## config.mk

```make
export PLATFORM = sky130hd
export DESIGN_NAME = muldiv_unit
export DESIGN_NICKNAME = d
export VERILOG_FILES = /design/src/rtl/muldiv_pkg.sv /design/src/rtl/muldiv_signfix.sv /design/src/rtl/muldiv_unit.sv
export SDC_FILE = /design/constraint.sdc
export NUM_CORES = 1
export LEC_CHECK = 0
export ABC_CLOCK_PERIOD_IN_PS = 6650
export CORE_MARGIN = 2
export CORE_UTILIZATION = 23
export CTS_CLUSTER_DIAMETER = 120
export CTS_CLUSTER_SIZE = 30
export DETAILED_ROUTE_END_ITERATION = 16
export PLACE_DENSITY_LB_ADDON = 0.05
export SKIP_LAST_GASP = 1
export SLEW_MARGIN = 5
export SYNTH_ARGS = -nofsm -noshare
export SYNTH_HDL_FRONTEND = slang
export SYNTH_SLANG_ARGS = --single-unit
```

## constraint.sdc

```tcl
create_clock -name clk -period 6.65 [get_ports clk]
set_input_delay 1.33 -clock clk [delete_from_list [all_inputs] [get_ports clk]]
set_output_delay 1.33 -clock clk [all_outputs]
set_load 0.02 [all_outputs]
```

## src/rtl/muldiv_pkg.sv

```systemverilog
// Shared constants for the RV32M multiply/divide unit: funct3 operation codes,
// the decoder's funct7 match value and the unit's state encoding.
package muldiv_pkg;

    localparam logic [2:0] MD_MUL    = 3'b000;
    localparam logic [2:0] MD_MULH   = 3'b001;
    localparam logic [2:0] MD_MULHSU = 3'b010;
    localparam logic [2:0] MD_MULHU  = 3'b011;
    localparam logic [2:0] MD_DIV    = 3'b100;
    localparam logic [2:0] MD_DIVU   = 3'b101;
    localparam logic [2:0] MD_REM    = 3'b110;
    localparam logic [2:0] MD_REMU   = 3'b111;

    localparam logic [6:0] MD_FUNCT7 = 7'b0000001;

    typedef enum logic [1:0] {
        IDLE = 2'd0,
        CALC = 2'd1,
        DONE = 2'd2
    } md_state_e;

endpackage

```

## src/rtl/muldiv_signfix.sv

```systemverilog
// Conditional two's-complement negate: yields |val| at accept and applies the
// result sign at finalize.
module muldiv_signfix #(
    parameter int W = 32
) (
    input  logic [W-1:0] val,
    input  logic         neg,
    output logic [W-1:0] res
);

    assign res = neg ? (~val + W'(1)) : val;

endmodule

```

## src/rtl/muldiv_unit.sv

```systemverilog
// Iterative radix-2 multiply / restoring divide unit for the RV32M extension.
// One shared 2*XLEN shift register holds the product accumulator or {rem, quot}.
module muldiv_unit
    import muldiv_pkg::*;
#(
    parameter int XLEN = 32
) (
    input  logic            clk,
    input  logic            rst,
    input  logic            start,
    input  logic            flush,
    input  logic [2:0]      funct3,
    input  logic [XLEN-1:0] op_a,
    input  logic [XLEN-1:0] op_b,
    output logic            busy,
    output logic            done,
    output logic [XLEN-1:0] result
);

    localparam int CW = $clog2(XLEN + 1);
    localparam logic [XLEN-1:0] MIN_INT = {1'b1, {(XLEN-1){1'b0}}};

    // Handshake: start is taken in IDLE or DONE only (ignored while busy, no
    // queueing); done is a one-cycle pulse with result held until the next done.
    md_state_e         state;
    logic [2*XLEN-1:0] acc;
    logic [XLEN-1:0]   opnd_q;
    logic [2:0]        op_q;
    logic              sign_q;
    logic [CW-1:0]     cnt;

    logic            a_signed, b_signed, sa, sb, sign_in, div_zero, div_ovf;
    logic [XLEN-1:0] abs_a, abs_b, fast_val;

    assign a_signed = (funct3 == MD_MULH) || (funct3 == MD_MULHSU) ||
                      (funct3 == MD_DIV)  || (funct3 == MD_REM);
    assign b_signed = (funct3 == MD_MULH) || (funct3 == MD_DIV) || (funct3 == MD_REM);
    assign sa       = a_signed & op_a[XLEN-1];
    assign sb       = b_signed & op_b[XLEN-1];
    assign div_zero = funct3[2] && (op_b == '0);
    assign div_ovf  = ((funct3 == MD_DIV) || (funct3 == MD_REM)) &&
                      (op_a == MIN_INT) && (op_b == '1);

    muldiv_signfix #(.W(XLEN)) u_abs_a (.val(op_a), .neg(sa), .res(abs_a));
    muldiv_signfix #(.W(XLEN)) u_abs_b (.val(op_b), .neg(sb), .res(abs_b));

    // Quotient and high products carry sign(a)^sign(b); remainder and MULHSU carry sign(a).
    always_comb begin
        sign_in = 1'b0;
        case (funct3)
            MD_MULH, MD_DIV:   sign_in = sa ^ sb;
            MD_MULHSU, MD_REM: sign_in = sa;
            default:           sign_in = 1'b0;
        endcase
    end

    always_comb begin
        fast_val = '0;
        if (div_zero)
            fast_val = funct3[1] ? op_a : '1;
        else if (div_ovf)
            fast_val = funct3[1] ? '0 : MIN_INT;
    end

    logic [XLEN:0]     mul_sum, rem_sh;
    logic [XLEN-1:0]   rem_sub;
    logic              rem_ge;
    logic [2*XLEN-1:0] mul_next, div_next, acc_step;

    assign mul_sum  = {1'b0, acc[2*XLEN-1:XLEN]} + {1'b0, opnd_q};
    assign mul_next = acc[0] ? {mul_sum, acc[XLEN-1:1]} : {1'b0, acc[2*XLEN-1:1]};

    // rem_sh keeps the bit shifted out of rem, since 2*rem can exceed XLEN bits.
    assign rem_sh   = acc[2*XLEN-1:XLEN-1];
    assign rem_ge   = rem_sh >= {1'b0, opnd_q};
    assign rem_sub  = rem_sh[XLEN-1:0] - opnd_q;
    assign div_next = rem_ge ? {rem_sub, acc[XLEN-2:0], 1'b1}
                             : {rem_sh[XLEN-1:0], acc[XLEN-2:0], 1'b0};
    assign acc_step = op_q[2] ? div_next : mul_next;

    logic [XLEN-1:0]   div_sel, fin_res;
    logic [2*XLEN-1:0] fin_in, fin_out;

    assign div_sel = op_q[1] ? acc_step[2*XLEN-1:XLEN] : acc_step[XLEN-1:0];
    assign fin_in  = op_q[2] ? {{XLEN{1'b0}}, div_sel} : acc_step;

    muldiv_signfix #(.W(2*XLEN)) u_fin (.val(fin_in), .neg(sign_q), .res(fin_out));

    assign fin_res = ((op_q == MD_MUL) || op_q[2]) ? fin_out[XLEN-1:0]
                                                   : fin_out[2*XLEN-1:XLEN];

    always_ff @(posedge clk or posedge rst) begin
        if (rst) begin
            state  <= IDLE;
            busy   <= 1'b0;
            done   <= 1'b0;
            result <= '0;
            acc    <= '0;
            opnd_q <= '0;
            op_q   <= '0;
            sign_q <= 1'b0;
            cnt    <= '0;
        end else if (flush) begin
            state <= IDLE;
            busy  <= 1'b0;
            done  <= 1'b0;
        end else begin
            case (state)
                IDLE, DONE: begin
                    state <= IDLE;
                    busy  <= 1'b0;
                    done  <= 1'b0;
                    if (start) begin
                        op_q   <= funct3;
                        sign_q <= sign_in;
                        cnt    <= CW'(XLEN);
                        if (funct3[2]) begin
                            acc    <= {{XLEN{1'b0}}, abs_a};
                            opnd_q <= abs_b;
                        end else begin
                            acc    <= {{XLEN{1'b0}}, abs_b};
                            opnd_q <= abs_a;
                        end
                        if (div_zero || div_ovf) begin
                            state  <= DONE;
                            done   <= 1'b1;
                            result <= fast_val;
                        end else begin
                            state <= CALC;
                            busy  <= 1'b1;
                        end
                    end
                end
                CALC: begin
                    acc <= acc_step;
                    cnt <= cnt - CW'(1);
                    if (cnt == CW'(1)) begin
                        state  <= DONE;
                        busy   <= 1'b0;
                        done   <= 1'b1;
                        result <= fin_res;
                    end
                end
                default: state <= IDLE;
            endcase
        end
    end

endmodule
```

Fig. 1: run 1, metal layers overlaid
Scale: 1.5 px per µm.
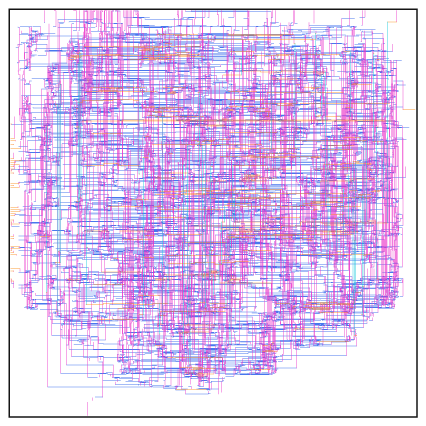
M1: drawn in blue, wire length 44.2 mm. M4: drawn in cyan, wire length 3,510 µm. M3: drawn in orange, wire length 4,900 µm. M2: drawn in magenta, wire length 44.6 mm.
GRT Overall Usage: 26.0%
total wire length: 97.2 mm

Fig. 2: run 1, routing congestion map
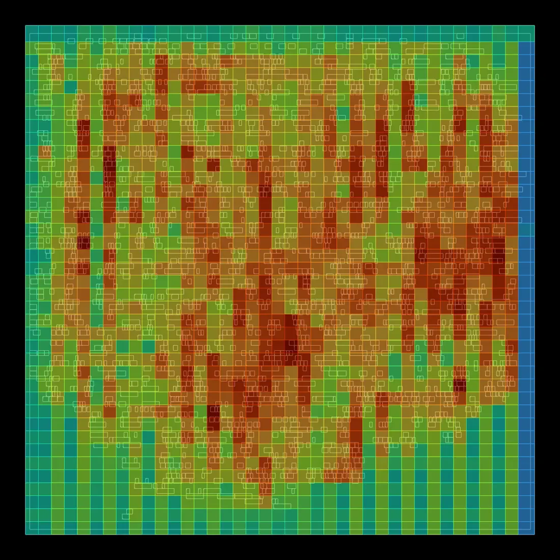
grt met2 use: 42.0%
GRT met1 Usage: 35.1%

==> results_dict.tcl, run 1 <==
# yosys + openroad results
set metrics [dict create \
    n_antenna_cell 0 \
    cts.clk_slew.worst_paths_ps 70 \
    min_period_ps 6220 \
    p_clk_share_pct 10.2 \
    switchingPower_mw 6.04 \
    post_drt_wl_per_cell_um 29.2 \
    grt-ovfl-total 0 \
    synth-xor-area-share_pct 6.26 \
    initialDrtViolationCount 1787 \
    rr_endpoint "result[27]" \
    design.seq.count 142 \
    placementRows 97 \
    setup_viol 0 \
    postCtsSetupBuffers 0 \
    p_int_mw 4.23 \
    taps 940 \
    first_pass_iters 5 \
    ys_seq_share_pct 21.7 \
    cts-root-buf "clkbuf_16" \
    syn_to_final_growth_pct 17.8 \
    ys_ff 142 \
    clkbuf_count 23 \
    crit_fanout 7 \
    grt_pass1_vias 18100 \
    reg2reg_slack_ps 430 \
    async_flop_share_pct 100 \
    hpwl_mm 78.1 \
    vias 19000 \
    grt_pass1_wl_mm 137 \
    ys_top_cells_by_area "dfrtp_1 (22%), o21ai_0 (7.3%), nand2_1 (7.1%)" \
    mux_area_share_pct 4.29 \
    cts_buffers 17 \
    power.leakage_nw 7.62 \
    comb_area_um2 12000 \
    ctsHoldBuffers 0 \
    worstPathArrival_ps 6590 \
    slew_viol_final 0 \
    power_per_cell_area_nw_per_um2 533 \
    synth_warnings 0 \
    min_to "busy" \
    fp_util_pct 23.3 \
    floorplan.nets 2458 \
    buffers 187 \
    top_power_group "combinational cells" \
    rsz0062_at_grt "no" \
    drive_above_1_share_pct 7.37 \
    clk-power_mw 1.05 \
    finalHoldViolCount 0 \
    nonClkBufAreaFrac_pct 8.68 \
    peakVddDrop_mv 0.181 \
    antenna_left 0 \
    inverters_excl_clock 71 \
    synth.cell_area_um2 16400 \
    worst_pin_slew_ps 1210 \
    via_per_inst 5.70 \
    switching_share_pct 58.8 \
    cts_resized 0 \
    fin_skew_ps 14.6 \
    ys_sh_simple_pct 24.9 \
    top_area_share_pct 21.7 \
    tool_warnings 28 \
    largestClassByArea "combinational gates" \
    clock_path_buffers 2 \
    timing.rr.start "acc[32]" \
    crit_path_end_kind "flop" \
    reg2regPathDepth 17 \
    ys_chip_area_um2 16400 \
    layout_top_cells "nand2_1 (310), o21ai_0 (240), nor2_1 (217), a21oi_1 (214), dfrtp_1 (140)" \
    start_kind "flop" \
    clock_sinks 142 \
    cts_htree_levels 4 \
    die_x_um 271 \
    fmax_ghz 0.161 \
    syn_inst 2315 \
    p_total_mw 10.3 \
    status "complete, no violations" \
    globalplace.congestion 0.910 \
    comb_share_pct 62.3 \
    synth.distinct_cells 87 \
    ys_cells 2315 \
    hold_start "busy" \
    die_y_um 271 \
    combPwrFrac_pct 73.4 \
    synth_area_leader_cell "dfrtp_1" \
    crit_type "reg2reg" \
    p_comb_mw 7.54 \
    hp-class "reg2reg" \
    aoi_share_pct 32.1 \
    fill_cells 7704 \
    sequentialPowerShare_pct 16.4 \
    setup_tns_ps 0 \
    synth-edff-count 0 \
    num-multi-input-gates 1957 \
    finalClockPeriodUsage_pct 93.6 \
    coreArea_um2 70300 \
    post-route-drc-count 0 \
    clk_share_pct 3.02 \
    final_nets 2519 \
    antenna_found_initial 4 \
    synthFlopType "dfrtp_1" \
    worstHoldPathCells 2 \
    die-area_um2 73300 \
    drv_cap 0 \
    pg_seq_mw 1.68 \
    worstPathRequired_ps 7010 \
    slew_headroom_pct 18.3 \
    lay_top_count "nand2_1" \
    grt_max_degree 99 \
    postSynthAreaPerCell_um2 7.07 \
    cts_tree "built" \
    top_logic_kind "AND-OR/OR-AND gates" \
    synthAdderAreaFrac_pct 5.59 \
    clock.latency.late_pin_ps 500 \
]
Fig. 3: run 1, where the registers sit
Scale: 1 px per µm. Other sequential cells in the stronger gray, the rest of the logic in the fainter gray.
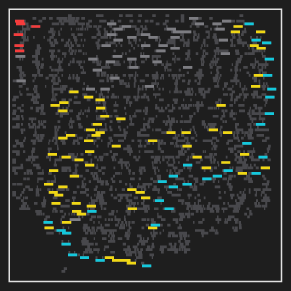
`cnt`: drawn in red, placed flops 6, where north-west. `opnd_q`: drawn in cyan, placed flops 32, where spread over the die. `acc`: drawn in yellow, placed flops 64.
Another 40 sequential cells are not colored.
Layout Utilization: 27.4%
fraction of area in registers: 18.5%
Reg area: 3560 µm²

Fig. 4: run 1, port wiring
Scale: 1.5 px per µm.
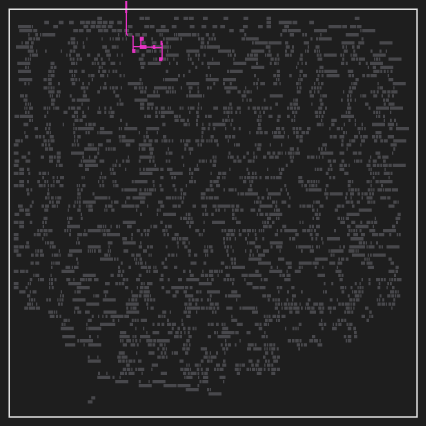
`flush`: drawn in magenta, bits 1, direction input, end cells 6, buffers 1, wire 65.1 µm.
PortBufs: 104
Top Ports: 105

## run 1: stage by stage
step / setup WS [ps] / instances / utilization [%] / hold WS [ps] / cell area, µm²
after global routing: 13.8 / 3328 / 27.4 / 519 / 19300
final: 427 / 3328 / 27.4 / 496 / 19300
after floorplan: 1010 / 2315 / - / 456 / 16400
after CTS: 270 / 3326 / 27.4 / 487 / 19200
after global placement: 182 / 3294 / 26.5 / 468 / 18600
after detailed placement: 295 / 3295 / 26.6 / 470 / 18700
## run 1: synthesized netlist by cell type (all sizes together), types with 41 or more instances
cell / count
nor2: 221
mux2i: 60
dfrtp: 142
xor2: 60
o21ai: 251
a21oi: 217
nor3: 80
ha: 70
xnor2: 57
nand2: 310
clkbuf: 119
nand3: 50
inv: 69
or3: 41
## run 1: flip-flops by register name, summed over array words and instances, names as in the netlist
signal and flops:
busy 1, done 1, state 2, opnd_q 32, result 32, acc 64, op_q 3, cnt 6
sign_q 1
## run 1: worst max-delay path by stage
stage               slack, ps  cells after the start         end     from
floorplan                1010                     26  result[28]  acc[41]
global placement          180                     12  result[31]  op_a[9]
detailed placement        300                     25  result[10]  acc[49]
CTS                       270                     25  result[10]  acc[49]
global route               10                     24  result[28]  acc[39]
finish                    430                     17  result[27]  acc[32]
## run 1: worst max-delay path: stages, from the launching register on
cell and delay, ps:
dfrtp_1 520, ha_1 260, inv_1 70, fa_1 410, nor2b_1 160, o31a_1 290
o2111ai_1 320, a21oi_1 860, mux2i_1 370, nand2_1 260, or3b_1 510, nor4b_1 500
nand3_1 290, nor4_1 380, mux2i_1 130, nor4_1 480, buf_4 230, o21ai_1 60
## run 1: routing by layer
layer	part of all wire (%)	vias to the layer above	track usage (%)
li1	-	8684	-
met1	45	9518	35.1
met2	46	654	42.0
met3	5.0	119	3.45
met4	3.6	0	9.76
met5	0	-	0
==> run 2: changes to the inputs <==
- CTS_CLUSTER_DIAMETER: 120 -> 200
Fig. 5: run 2, routing congestion map
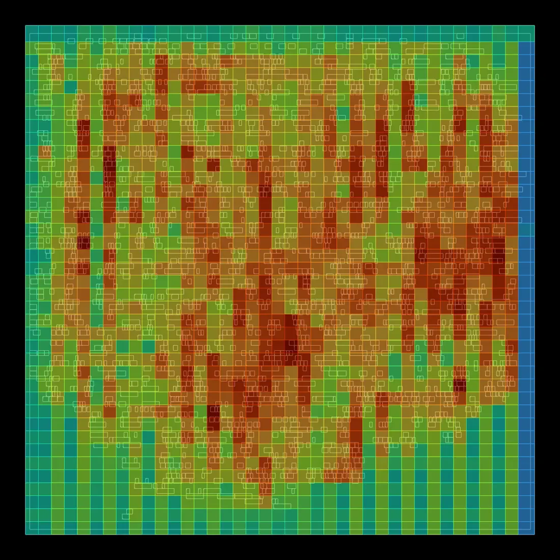
grt peak-use layer: met2
Wirelength per Cell: 29.2 µm
GRT met3 Usage: 3.45%

==> run 2 against run 1 <==
Effect of this change:
- maximum frequency did not move
- clock skew stayed put
- clock power about the same
- non-clock buffer count unchanged
- design area is the same
- first-iteration DRC count stayed put
- critical path type unchanged
- critical endpoint unchanged
- largest cell class unchanged
==> results_dict.tcl, run 2 <==
# yosys + openroad results
set metrics [dict create \
    status "complete, no violations" \
    coreArea_um2 70300 \
    largest_reg_flops 64 \
    post-route-drc-count 0 \
    reg2regPathDepth 17 \
    finalClockPeriodUsage_pct 93.6 \
    ctsHoldBuffers 0 \
    sequentialPowerShare_pct 16.4 \
    fp_util_pct 23.3 \
    top_logic_kind "AND-OR/OR-AND gates" \
    synth_warnings 0 \
    final_nets 2519 \
    met3WireLength_mm 4.90 \
    hpwl_mm 78.1 \
    floorplan.nets 2458 \
    grt_max_degree 99 \
    dp_slack_ps 295 \
    use_met2_pct 42.0 \
    min_period_ps 6220 \
    regMostFlops "acc" \
    grt_util_met1_pct 35.1 \
    clock_path_buffers 2 \
    slew_viol_final 0 \
    crit_start "acc[32]" \
    synthFlopType "dfrtp_1" \
    grt-ovfl-total 0 \
    drive_above_1_share_pct 7.37 \
    n_antenna_cell 0 \
    worst_pin_slew_ps 1210 \
    setup_slack_ps 427 \
    most_common_cell "nand2_1" \
    postSynthAreaPerCell_um2 7.07 \
    cts.clk_slew.worst_paths_ps 70 \
    ys_top_cells_by_area "dfrtp_1 (22%), o21ai_0 (7.3%), nand2_1 (7.1%)" \
    first_pass_iters 5 \
    fin_skew_ps 14.6 \
    cts-root-buf "clkbuf_16" \
    synth-edff-count 0 \
    power.leakage_nw 7.62 \
    ys_sh_simple_pct 24.9 \
    worstPathArrival_ps 6590 \
    grt_pass1_vias 18100 \
    reg_top3 "acc (64), opnd_q (32), result (32)" \
    fmax_ghz 0.161 \
    power_per_cell_area_nw_per_um2 533 \
    tool_warnings 28 \
    top_layer_used "met4" \
    cts_resized 0 \
    antenna_found_initial 4 \
    setup_viol 0 \
    peakVddDrop_mv 0.181 \
    mux_area_share_pct 4.29 \
    ys_chip_area_um2 16400 \
    ys_cells 2315 \
    clock.latency.late_pin_ps 500 \
    switchingPower_mw 6.04 \
    synth-xor-area-share_pct 6.26 \
    clock_sinks 142 \
    die-area_um2 73300 \
    hold_start "busy" \
    grt_usage_pct 26.0 \
    crit_type "reg2reg" \
    boundaryPins 105 \
    layout_top_cells "nand2_1 (310), o21ai_0 (240), nor2_1 (217), a21oi_1 (214), dfrtp_1 (140)" \
    grt_pass1_wl_mm 137 \
    globalplace.congestion 0.910 \
    synth_area_leader_cell "dfrtp_1" \
    worstPathRequired_ps 7010 \
    syn_to_final_growth_pct 17.8 \
    vias 19000 \
    finalHoldViolCount 0 \
    whs_ps 496 \
    synth.cell_area_um2 16400 \
    die_y_um 271 \
    p_comb_mw 7.54 \
    via_per_inst 5.70 \
    drv_cap 0 \
    rsz0062_at_grt "no" \
    die_x_um 271 \
    crit_path_end_kind "flop" \
    ys_ff 142 \
    lay_top_count "nand2_1" \
    slew_headroom_pct 18.3 \
    postCtsSetupBuffers 0 \
    top_area_share_pct 21.7 \
    ys_seq_share_pct 21.7 \
    p_clk_share_pct 10.2 \
    antenna_left 0 \
    cts_htree_levels 4 \
    port_buffers 104 \
    wl_met2_mm 44.6 \
    syn_inst 2315 \
    wirelength_met1_mm 44.2 \
    ys_top_cells_by_count "nand2_1 (310), o21ai_0 (240), nor2_1 (221), a21oi_1 (214), dfrtp_1 (142)" \
    cts_buffers 17 \
    crit_fanout 7 \
    placementRows 97 \
    timing.rr.start "acc[32]" \
    combPwrFrac_pct 73.4 \
    synthAdderAreaFrac_pct 5.59 \
    aoi_share_pct 32.1 \
    cts_tree "built" \
    initialDrtViolationCount 1787 \
    fill_cells 7704 \
    setup_tns_ps 0 \
    top_power_group "combinational cells" \
    pg_seq_mw 1.68 \
    worstHoldPathCells 2 \
    p_int_mw 4.23 \
    wirelength_mm 97.2 \
    switching_share_pct 58.8 \
    hp-class "reg2reg" \
    async_flop_share_pct 100 \
    start_kind "flop" \
    synth.distinct_cells 87 \
    clk-power_mw 1.05 \
]
-- run 2: cell counts after synthesis --
No cell type changed its count.
-- run 2: area by class of cell --
cell class,count,area (µm²),area share [%]
Clock buffer,23,478,2.48
Clock inverter,8,105,0.545
Inverter,71,272,1.41
Multi-Input combinational cell,1957,12000,62.3
Sequential cell,142,3560,18.5
Tap cell,940,1180,6.10
Timing Repair Buffer,187,1670,8.68
-- run 2: final timing paths --
path | slack [ps] | end
worst max-delay path | 430 | result[27]
worst max register to register | 430 | result[27]
worst min register to register | 500 | busy
max in group asynchronous | 4330 | result[24]
min in group asynchronous | 1300 | acc[34]
worst min-delay path | 500 | busy
-- run 2: kinds of logic (layout without fill, tap and decap cells) --
| logic type | count (synthesis) | count (layout) |
|---|---|---|
| mux | 69 | 69 |
| fa+ha+maj | 72 | 72 |
| flops | 142 | 142 |
| simple gates | 873 | 873 |
| compound gates | 826 | 826 |
| buf+inv | 216 | 289 |
| xor+xnor | 117 | 117 |
-- run 2: metrics by stage --
| stage | util [%] | area, µm² | total power [mW] | std cells |
|---|---|---|---|---|
| after global placement | 26.5 | 18600 | 9.16 | 3294 |
| after global routing | 27.4 | 19300 | 10.9 | 3328 |
| final | 27.4 | 19300 | 10.3 | 3328 |
| after CTS | 27.4 | 19200 | 10.2 | 3326 |
| after detailed placement | 26.6 | 18700 | 9.09 | 3295 |
| after floorplan | - | 16400 | 5.93 | 2315 |
-- run 2: worst max-delay path, stage by stage (launching register included) --
cell and delay (ps):
dfrtp_1 520, ha_1 260, inv_1 70, fa_1 410
nor2b_1 160, o31a_1 290, o2111ai_1 320, a21oi_1 860
mux2i_1 370, nand2_1 260, or3b_1 510, nor4b_1 500
nand3_1 290, nor4_1 380, mux2i_1 130, nor4_1 480
buf_4 230, o21ai_1 60
Power is estimated from default activity; no workload was simulated.
